--- src/rtl/gf_row_sequencer_pkg.sv ---
// gf_row_sequencer_pkg: shared field degree, FSM states and default polynomial
package gf_row_sequencer_pkg;
  localparam int M = 8;
  localparam logic [8:1] G_AES = 8'h1B;
  typedef enum logic [1:0] {IDLE, RUN, DONE} state_e;
endpackage

--- src/rtl/gf_row_step.sv ---
// gf_row_step: one MSB-first GF(2^M) multiply step, acc*x mod g plus bit*a
module gf_row_step #(
  parameter int M = 8
) (
  input  logic [M:1] a,
  input  logic [M:1] g,
  input  logic [M:1] acc,
  input  logic       b_bit,
  output logic [M:1] acc_nxt
);
  always_comb acc_nxt = ({M{b_bit}} & a) ^ ({M{acc[M]}} & g) ^ {acc[M-1:1], 1'b0};
endmodule

--- src/rtl/gf_row_sequencer.sv ---
// gf_row_sequencer: bit-serial GF(2^M) multiplier, one multiplier bit per cycle
module gf_row_sequencer
  import gf_row_sequencer_pkg::*;
#(
  parameter int M = gf_row_sequencer_pkg::M
) (
  input  logic       clk,
  input  logic       rst_n,
  input  logic       in_valid,
  output logic       in_ready,
  input  logic [M:1] a,
  input  logic [M:1] b,
  input  logic [M:1] g,
  output logic       out_valid,
  input  logic       out_ready,
  output logic [M:1] p,
  output logic       busy
);
  localparam int CW = $clog2(M + 1);
  state_e        state_q, state_d;
  logic [M:1]    a_q, a_d, g_q, g_d, bs_q, bs_d, acc_q, acc_d, acc_step;
  logic [CW-1:0] cnt_q, cnt_d;
  gf_row_step #(.M(M)) u_step (
    .a      (a_q),
    .g      (g_q),
    .acc    (acc_q),
    .b_bit  (bs_q[M]),
    .acc_nxt(acc_step)
  );
  always_comb begin
    state_d = state_q;
    a_d     = a_q;
    g_d     = g_q;
    bs_d    = bs_q;
    acc_d   = acc_q;
    cnt_d   = cnt_q;
    if (state_q == IDLE && in_valid) begin
      state_d = RUN;
      a_d     = a;
      g_d     = g;
      bs_d    = b;
      acc_d   = '0;
      cnt_d   = '0;
    end else if (state_q == RUN) begin
      acc_d   = acc_step;
      bs_d    = {bs_q[M-1:1], 1'b0};
      cnt_d   = cnt_q + 1'b1;
      state_d = (cnt_q == CW'(M - 1)) ? DONE : RUN;
    end else if (state_q == DONE && out_ready) begin
      state_d = IDLE;
    end
  end
  always_ff @(posedge clk or negedge rst_n) begin
    if (!rst_n) begin
      state_q <= IDLE;
      a_q     <= '0;
      g_q     <= '0;
      bs_q    <= '0;
      acc_q   <= '0;
      cnt_q   <= '0;
    end else begin
      state_q <= state_d;
      a_q     <= a_d;
      g_q     <= g_d;
      bs_q    <= bs_d;
      acc_q   <= acc_d;
      cnt_q   <= cnt_d;
    end
  end
  always_comb begin
    in_ready  = state_q == IDLE;
    out_valid = state_q == DONE;
    busy      = state_q != IDLE;
    p         = out_valid ? acc_q : '0;
  end
endmodule

--- config.mk ---
export PLATFORM = sky130hd
export DESIGN_NAME = gf_row_sequencer
export DESIGN_NICKNAME = d
export VERILOG_FILES = /design/src/rtl/gf_row_sequencer_pkg.sv /design/src/rtl/gf_row_step.sv /design/src/rtl/gf_row_sequencer.sv
export SDC_FILE = /design/constraint.sdc
export NUM_CORES = 1
export LEC_CHECK = 0
export CORE_ASPECT_RATIO = 2
export CORE_MARGIN = 2
export CORE_UTILIZATION = 35
export DETAILED_ROUTE_END_ITERATION = 6
export PLACE_DENSITY = 0.6
export REMOVE_ABC_BUFFERS = 1
export SLEW_MARGIN = 25
export SYNTH_ARGS = -nofsm -noshare
export SYNTH_HDL_FRONTEND = slang
export SYNTH_SLANG_ARGS = --single-unit
--- constraint.sdc ---
create_clock -name clk -period 2.2 [get_ports clk]
set_input_delay 0.22 -clock clk [delete_from_list [all_inputs] [get_ports clk]]
set_output_delay 0.22 -clock clk [all_outputs]
set_load 0.05 [all_outputs]
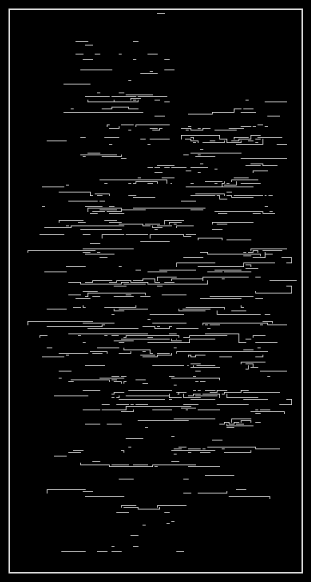
run_1/m1.png
The longest straight run is 17.5 µm. The layer carries 1,570 µm of wire. The wires run mostly horizontal.

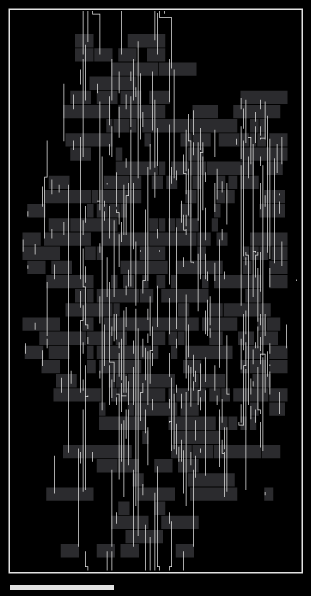
run_1/m2.png
Scale bar: 20 µm. Cells faint in the background.
The wires run mostly vertical. The layer carries 2,200 µm of wire. 195 nets have wire on it. The longest straight run is 51.3 µm. The layer holds 55% of the routed length.
wirelength, routed: 4030 µm
met2 GRT Util: 27.0%
via count: 1,356

==> run summary, run 1 <==
Update from the flow run.

The buffer count from post-CTS setup fixing is 0. The slowest library cell on the worst path is sky130_fd_sc_hd__dfrtp_1. STA reports the tightest min-delay check as being of type primary input to async pin. Entering global routing, the biggest net connects 39 pins. The startpoint of the worst-slack reg-to-reg timing path is state_q[1]. The number of clock buffer instances in the layout is 5. The timing report attributes the biggest portion of critical-path delay to flip-flops. Setup repair after global routing left no endpoint under its margin. Looking at the setup timing report, the critical path kind is flip-flop to output pin. The number of cell instances after yosys synthesis is 169. The pre-CTS worst setup slack is between 0.5 and 0.6 ns. Once layout is complete, the utilization of the core stands at 48.0%.

The critical path ends at p[2]. The count of multi-input combinational gates is 119. The final-report hold violation count is 0. Ranked by total area, the top cell class in this layout is sequential cells. The flow ran to the end, and the final reports show no timing, DRC or antenna violations.

STA lists the endpoint of the worst register-to-register path as g_q[7]. The number of buffer and inverter stages on the critical path is 3. Yosys reports that the most numerous cell types are sky130_fd_sc_hd__dfrtp_1 (38), sky130_fd_sc_hd__nand2_1 (34), sky130_fd_sc_hd__mux2_2 (16). The fraction of layout instances using a drive strength above 1 is 21.4%. The final timing report gives a worst setup slack of 0.192 ns. The length in cells of the worst reg-to-reg path is 3.

The leading area contributor after synthesis is sky130_fd_sc_hd__dfrtp_1. Before antenna repair, the detailed router went through 4 iterations. The H-tree depth is 2. Row generation in the floorplan step produced 37 rows. Per the OpenROAD floorplan log, the area of the core is 0.00518 mm². The final critical-path required period is 2.01 ns.

The power density of the placed cells is ~1200 mW/mm². The number of tap cells inserted is 58. The final global-route overflow total is 0. Per the detail_route log, met3 wirelength is 182 µm. The setup slack of the worst register-to-register path is 0.60 ns. The share of final layout cell area taken by clock buffers and inverters is 3.16%. The Yosys chip area is approximately 0.0019 mm². In this run the remaining antenna-violating nets after routing total 0. The design has 38 sequential cells. The routing layer with the top usage in global route is met2.
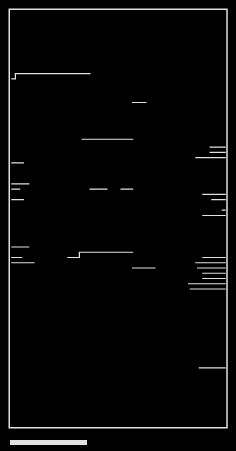
run_1/m3.png
Scale bar: 20 µm.
The layer holds 4.5% of the routed length. The wires run mostly horizontal. The layer carries 183 µm of wire.
met3 demand-to-capacity share in global routing: 3.73%

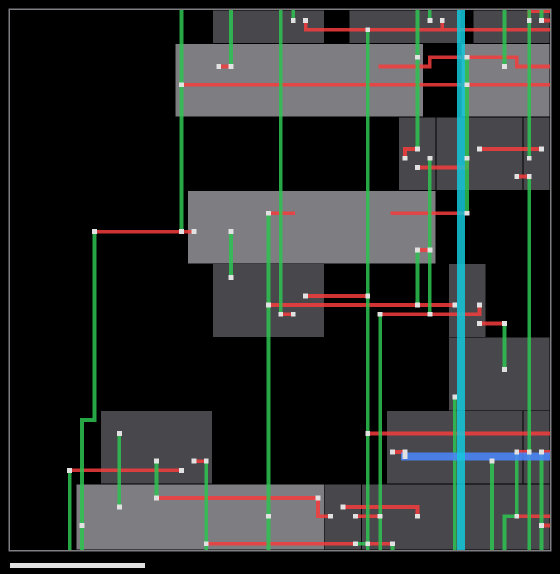
run_1/closeup.png
Scale bar: 5 µm. Window x 4 to 24, y 71 to 91 µm. Cells in grey, sequential cells in the stronger grey; small squares are vias.
Key: M2 = green; M3 = blue; M4 = cyan; M1 = red
Netlist names of flops here include g_q (3). Most frequent: nand2_1 (4), dfrtp_1 (3), mux2_2 (2). Sequential cells in the window: 3. 12 logic cells have their middle in the window.

## run 1: power by group
| part | total, mW | switching [mW] | internal (mW) |
|---|---|---|---|
| Combinational | 1.33 | 0.583 | 0.748 |
| Sequential | 1.31 | 0.302 | 1.01 |
| Clock | 0.452 | 0.240 | 0.213 |
## run 1: per-stage QoR
stage,instances,instance area [µm²]
floorplan,159,1830
global route,268,2490
detailed placement,261,2410
CTS,268,2490
global placement,261,2410
finish,268,2490
## run 1: cell usage in the layout, fill, tap and decap left out, drive strengths merged, types with 2 or more instances in the layout
cell type	instances
a21oi	9
and2	8
and3b	8
buf	18
clkbuf	5
clkdlybuf4s50	26
clkinv	2
dfrtp	38
inv	2
mux2	16
mux2i	2
nand2	34
nand2b	3
o21ai	12
o22ai	7
xnor3	6
run_1/congestion_map.png
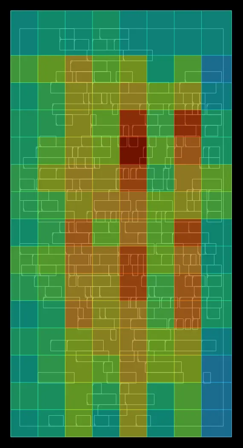

==> inputs of run 2 (changes only) <==
==> constraint.sdc (replaced) <==
create_clock -name clk -period 2.2 [get_ports clk]
set_input_delay 0.55 -clock clk [delete_from_list [all_inputs] [get_ports clk]]
set_output_delay 0.55 -clock clk [all_outputs]
set_load 0.05 [all_outputs]
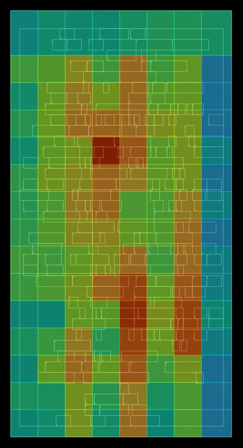
run_2/congestion_map.png
met3 demand-to-capacity share in global routing: 3.25%
post-layout util: 49.8%
GR Util met1: 16.3%
average wire per standard cell: 14.7 µm
gr busiest metal: met2

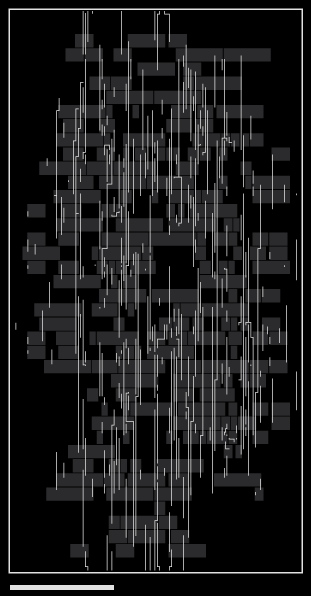
run_2/m2.png
Scale bar: 20 µm. Cells faint in the background.
The layer carries 2,120 µm of wire. 196 nets have wire on it. The wires run mostly vertical. The layer holds 53% of the routed length.

==> run 2 against run 1 <==
Against the previous run: count of clock-buffer cells in the layout is 3 higher; critical path depth down 1; routed wire length down 1.4%; non-clock buffer count increased by 1; clock skew grew 0.0013 ns; setup slack better by 0.032 ns; synthesized cell count stayed put; flip-flop count stayed put; sequential power is 5% lower; die size unchanged; register-to-register slack about the same; hold slack improved by 0.17 ns; critical path type unchanged; largest cell class unchanged; largest power group unchanged.
==> run summary, run 2 <==
Update from the flow run.

The run finished with clean final reports. Per the detail_route report, DRC violations left total 0. The count of input and output buffers is 38. Sequential cells were found to cover 50.3% of the synthesized design area. Following the worst setup path forward leads to its endpoint at in_ready.

The share of final layout cell area taken by clock buffers and inverters is under 10%. Looking at the power breakdown, sequential logic takes approximately 39% of the total. Dividing total power by cell area gives a power density of 1250 mW/mm². The core outline area is 0.00518 mm².

The total number of vias is 1,334. The top cell types in the final layout, fill and taps aside, are sky130_fd_sc_hd__dfrtp_1 (38), sky130_fd_sc_hd__nand2_1 (34), sky130_fd_sc_hd__clkdlybuf4s50_1 (26), sky130_fd_sc_hd__mux2_2 (16), sky130_fd_sc_hd__buf_12 (13). The combinational-cell power consumption is 1.42 mW. Including well taps, the total number of placed cells is 262. Summed over all layers, the routed wires come to between 3000 and 4000 µm. Broken down by cell family, the worst path's largest delay share belongs to buffers and inverters. The most numerous logic cell after layout is sky130_fd_sc_hd__dfrtp_1.

The finished layout holds 270 standard cells, fillers aside. Net switching is 34.8% of the power. After layout, the clock buffer instance count stands at 8. The pre-CTS worst setup slack is 0.224 ns. The length in cells of the worst reg-to-reg path is 4. According to the cell report, flip-flops and latches in the layout number 38. The leading area contributor after synthesis is sky130_fd_sc_hd__dfrtp_1. For reference, the top cells by count after synthesis are sky130_fd_sc_hd__dfrtp_1 (38), sky130_fd_sc_hd__nand2_1 (34), sky130_fd_sc_hd__mux2_2 (16). The Yosys chip area is 0.00189 mm². The number of cell instances after yosys synthesis is 169. The power group with the largest share is combinational cells. The cell count after synthesis came out at 169. The critical path is of the flip-flop to output pin type. The site row count is 37. The number of tap cells inserted is 58.

The count of nets left with antenna violations once routing finished came out at 0. The count of multi-input combinational gates is 119. The number of buffer and inverter stages on the critical path is 3. The part of the total power dissipated in combinational logic is 44.1%. Hold-check failures listed in the final report amount to 0.

For this run, the top clock speed supported by timing is 0.506 GHz. The synthesized area per cell is approximately 11 µm². Setup repair after global routing left no endpoint under its margin. The H-tree depth is 2. Cell internal power was estimated by the tool at 2.10 mW.

The maximum vdd drop is 717 µV. The slowest library cell on the worst path is sky130_fd_sc_hd__dfrtp_1. The non-clock buffer total of the final layout is 45. The path category of the worst min-delay check is primary input to async pin. The endpoint of the worst-slack reg-to-reg timing path is a_q[1]. The post-route netlist has 22.2% of its cells at a drive strength greater than 1. The startpoint of the worst-slack reg-to-reg timing path is state_q[0]. In this run the post-CTS setup repair buffer count came out at 0. The final global-route overflow total is 0.

The sequential cell power is 1.25 mW. Among all cell classes, the greatest summed area belongs to sequential cells. The final critical-path required period is ~2.0 ns. Entering global routing, the biggest net connects 28 pins. The final total negative setup slack is 0 ns. The setup slack of the worst register-to-register path is 0.59 ns. The first detailed-routing pass ran for 4 iterations. The insertion delay to the later sink of the worst-skew pair is 0.29 ns. The net switching power in the latest report is 1.12 mW. The number of logic stages on the critical path including buffering is 4.

The met2 usage is between 20% and 30%. Of the total power, the clock network draws between 10% and 20%. The final setup slack of the worst path is 0.224 ns. The routed wire length on met3 is 170 µm. The first global-routing pass estimated 6770 µm of wire.
[run 2: cell counts after synthesis]
Identical to the previous run, type by type.
[run 2: through the flow]
stage / area (µm²) / power [mW]
5_1_grt: 2580 / 3.46
2_1_floorplan: 1830 / 2.16
3_3_place_gp: 2470 / 2.67
3_5_place_dp: 2470 / 2.71
6_report: 2580 / 3.23
4_1_cts: 2580 / 3.27
[run 2: logic make-up after synthesis]
group           after synthesis  share of synthesized area [%]
fa+ha+maj                     1                          0.662
mux                          18                           10.6
flops                        38                           50.3
simple gates                 60                           17.0
buf+inv                      12                           3.31
compound gates               33                           10.5
xor+xnor                      7                           7.62
run_2/closeup.png
Scale bar: 5 µm. Window x 4 to 24, y 71 to 91 µm. Cells in grey, sequential cells in the stronger grey; small squares are vias.
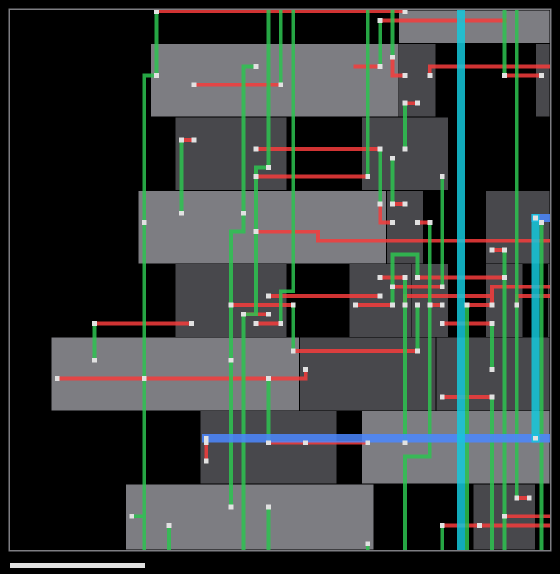

==> inputs of run 3 (changes only) <==
- PLACE_DENSITY: 0.6 -> 0.62
- RECOVER_POWER: default -> 25
- clock period: 2.2 -> 1.7 ns (I/O delays scaled with it)
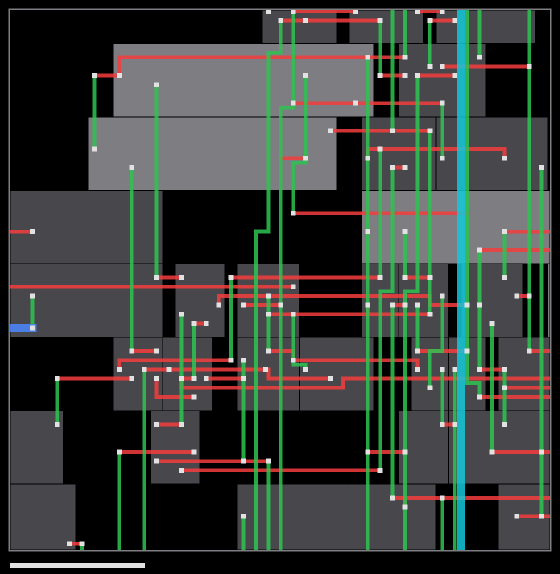
run_3/closeup.png
Scale bar: 5 µm. Window x 4 to 24, y 71 to 91 µm. Cells in grey, sequential cells in the stronger grey; small squares are vias.
Key: M3 = blue; M4 = cyan; M1 = red; M2 = green
Netlist names of flops here include state_q (2), cnt_q (1). Sequential cells in the window: 3. 26 logic cells have their middle in the window. Most frequent: o21ai_0 (3), buf_12 (3).

==> run 3 against run 2 <==
Against the previous run: the run now ends with setup timing left; global-route usage is 0.53 points lower; cell count grew 3.7%; non-clock buffer count rose by 10; synthesized area is the same; register-to-register slack worse by 0.52 ns; via count increased by 4.9%; routed wire length shrank 2.1%; core utilization increased by 1.6 points; clock power increased by 15%; die size is the same; first-iteration DRC count shrank 36%; flip-flop count did not move; largest power group unchanged.
==> run summary, run 3 <==
Update from the flow run.

Setup repair after global routing could not meet its margin everywhere. The post-route utilization of the core is recorded as slightly above 50%. Sorting the synthesized cells by how often they occur yields sky130_fd_sc_hd__dfrtp_1 (38), sky130_fd_sc_hd__nand2_1 (34), sky130_fd_sc_hd__mux2_2 (16).

The critical path's top delay family is flip-flops. The slowest library cell on the worst path is sky130_fd_sc_hd__dfrtp_2. The final-report setup violation count is 9. The power report lists cell-internal power as between 2 and 3 mW. The met2 usage is 27.1%.

The worst register-to-register path has a depth of 5. After Yosys synthesis, full adders, half adders and majority gates account for less than 1% of the synthesized area. The buffer count from post-CTS setup fixing is 2. The startpoint-to-endpoint class of the critical path is flip-flop to output pin.

In this run the critical register-to-register path is captured at a_q[8]. Summing the areas of all and, or, nand and nor instances in the mapped netlist gives 17.0% of the synthesized area. In the layout the commonest cells are sky130_fd_sc_hd__dfrtp_1 (37), sky130_fd_sc_hd__nand2_1 (34), sky130_fd_sc_hd__clkdlybuf4s50_1 (26), sky130_fd_sc_hd__mux2_2 (16), sky130_fd_sc_hd__buf_4 (13). Each instance of the synthesized netlist takes up on average 11.2 µm². sky130_fd_sc_hd__dfrtp_1 takes more of the synthesized area than any other cell.

The endpoint of the worst setup timing path is p[7]. The number of buffers added to fix hold violations after cts is 0. By instance count after routing, the leading logic cell type is sky130_fd_sc_hd__dfrtp_1. In the synthesized netlist, the dominant kind of combinational cell is simple AND/OR/NAND/NOR gates. Once layout is complete, the cells apart from fillers number around 280.

Summed over all nets, wire length on met3 after detailed routing comes to 129 µm. The H-tree depth is 2. The dominant power group in this design is combinational cells. The maximum vdd drop is 846 µV. The share of total power dissipated in the clock network is 14.8%. The count of input and output buffers is 38. Of the total power, combinational logic draws 47.9%.

The number of logic stages on the critical path including buffering is 4. The instance tally after logic synthesis is 169. The routed layout reports a DRC error count of 0. Switching power as a fraction of the total was reported as 34.9%. The pin count of the biggest net entering global routing is 27. The final cell area excluding filler cells is 0.00266 mm². The global-route wire length before repair is 6490 µm.

The sequential cell fraction of total power is 37.3%. Per the final layout report, the fraction of cells sized above drive strength 1 comes to 30.2%. The final setup slack of the worst path is -0.0420 ns. The setup slack of the worst register-to-register path is 0.07 ns. The total power of the final layout is 4.29 mW. After synthesis, the design contains 169 cells according to Yosys. Timing would allow up to 0.574 GHz. The script computed a power per unit cell area of between 1500 and 2000 mW/mm². For this run, global-route usage on met3 was measured as 2.64%.

For the worst reg-to-reg path, the startpoint reported by OpenROAD is state_q[0]. The routing layer with the top usage in global route is met2. Per the detail_route report, routed wire per instance is 13.9 µm.

The path category of the worst min-delay check is primary input to async pin. The pre-CTS worst setup slack is -0.102 ns. The run finished, with violations left. In this run, the synthesized area fraction spent on xor and xnor cells is recorded as 7.62%. The final reports fail on setup timing. The total routed wirelength is about 3900 µm. Clock latency on the worst-skew pair, taken at its later pin, is between 0.2 and 0.3 ns.

The Yosys chip area is about 0.0019 mm². Sequential power for this build is 1.60 mW. The final global-route overflow total is 0. Once detail routing completed, the nets flagged for antenna violations numbered 0.

The region available for standard cell placement spans about 0.0052 mm². Summing over every cut layer, the via total after detailed routing is 1,399.
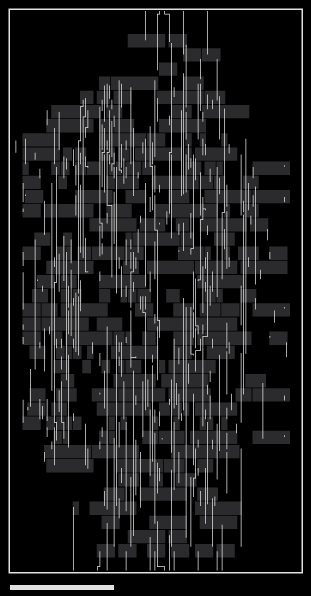
run_3/m2.png
Scale bar: 20 µm. Cells faint in the background.
215 nets have wire on it. The layer holds 57% of the routed length. The wires run mostly vertical.

run 3: logic make-up after synthesis:
kind of cell | count (synthesis)
simple gates | 60
flops | 38
compound gates | 33
fa+ha+maj | 1
mux | 18
xor+xnor | 7
buf+inv | 12
run 3: how the worst min path moves through the flow:
stage,from,to,slack (ns),depth (start not counted)
floorplan,rst_n,a_q[1],0.13,0
global placement,rst_n,g_q[7],0.45,1
detailed placement,rst_n,g_q[7],0.45,1
CTS,rst_n,bs_q[1],0.14,1
global route,cnt_q[3],cnt_q[3],0.50,1
finish,rst_n,g_q[7],0.43,1
run 3: final cells by class:
class / count / area (µm²)
fill: 472 / 2520
clock inverter: 1 / 5.00
inverter: 2 / 7.51
clock buffer: 7 / 86.3
tap: 58 / 72.6
timing repair buffer: 55 / 636
sequential: 38 / 952
multi-input combinational: 119 / 903
Power figures rest on the tool's default switching activity, not on a simulated workload.
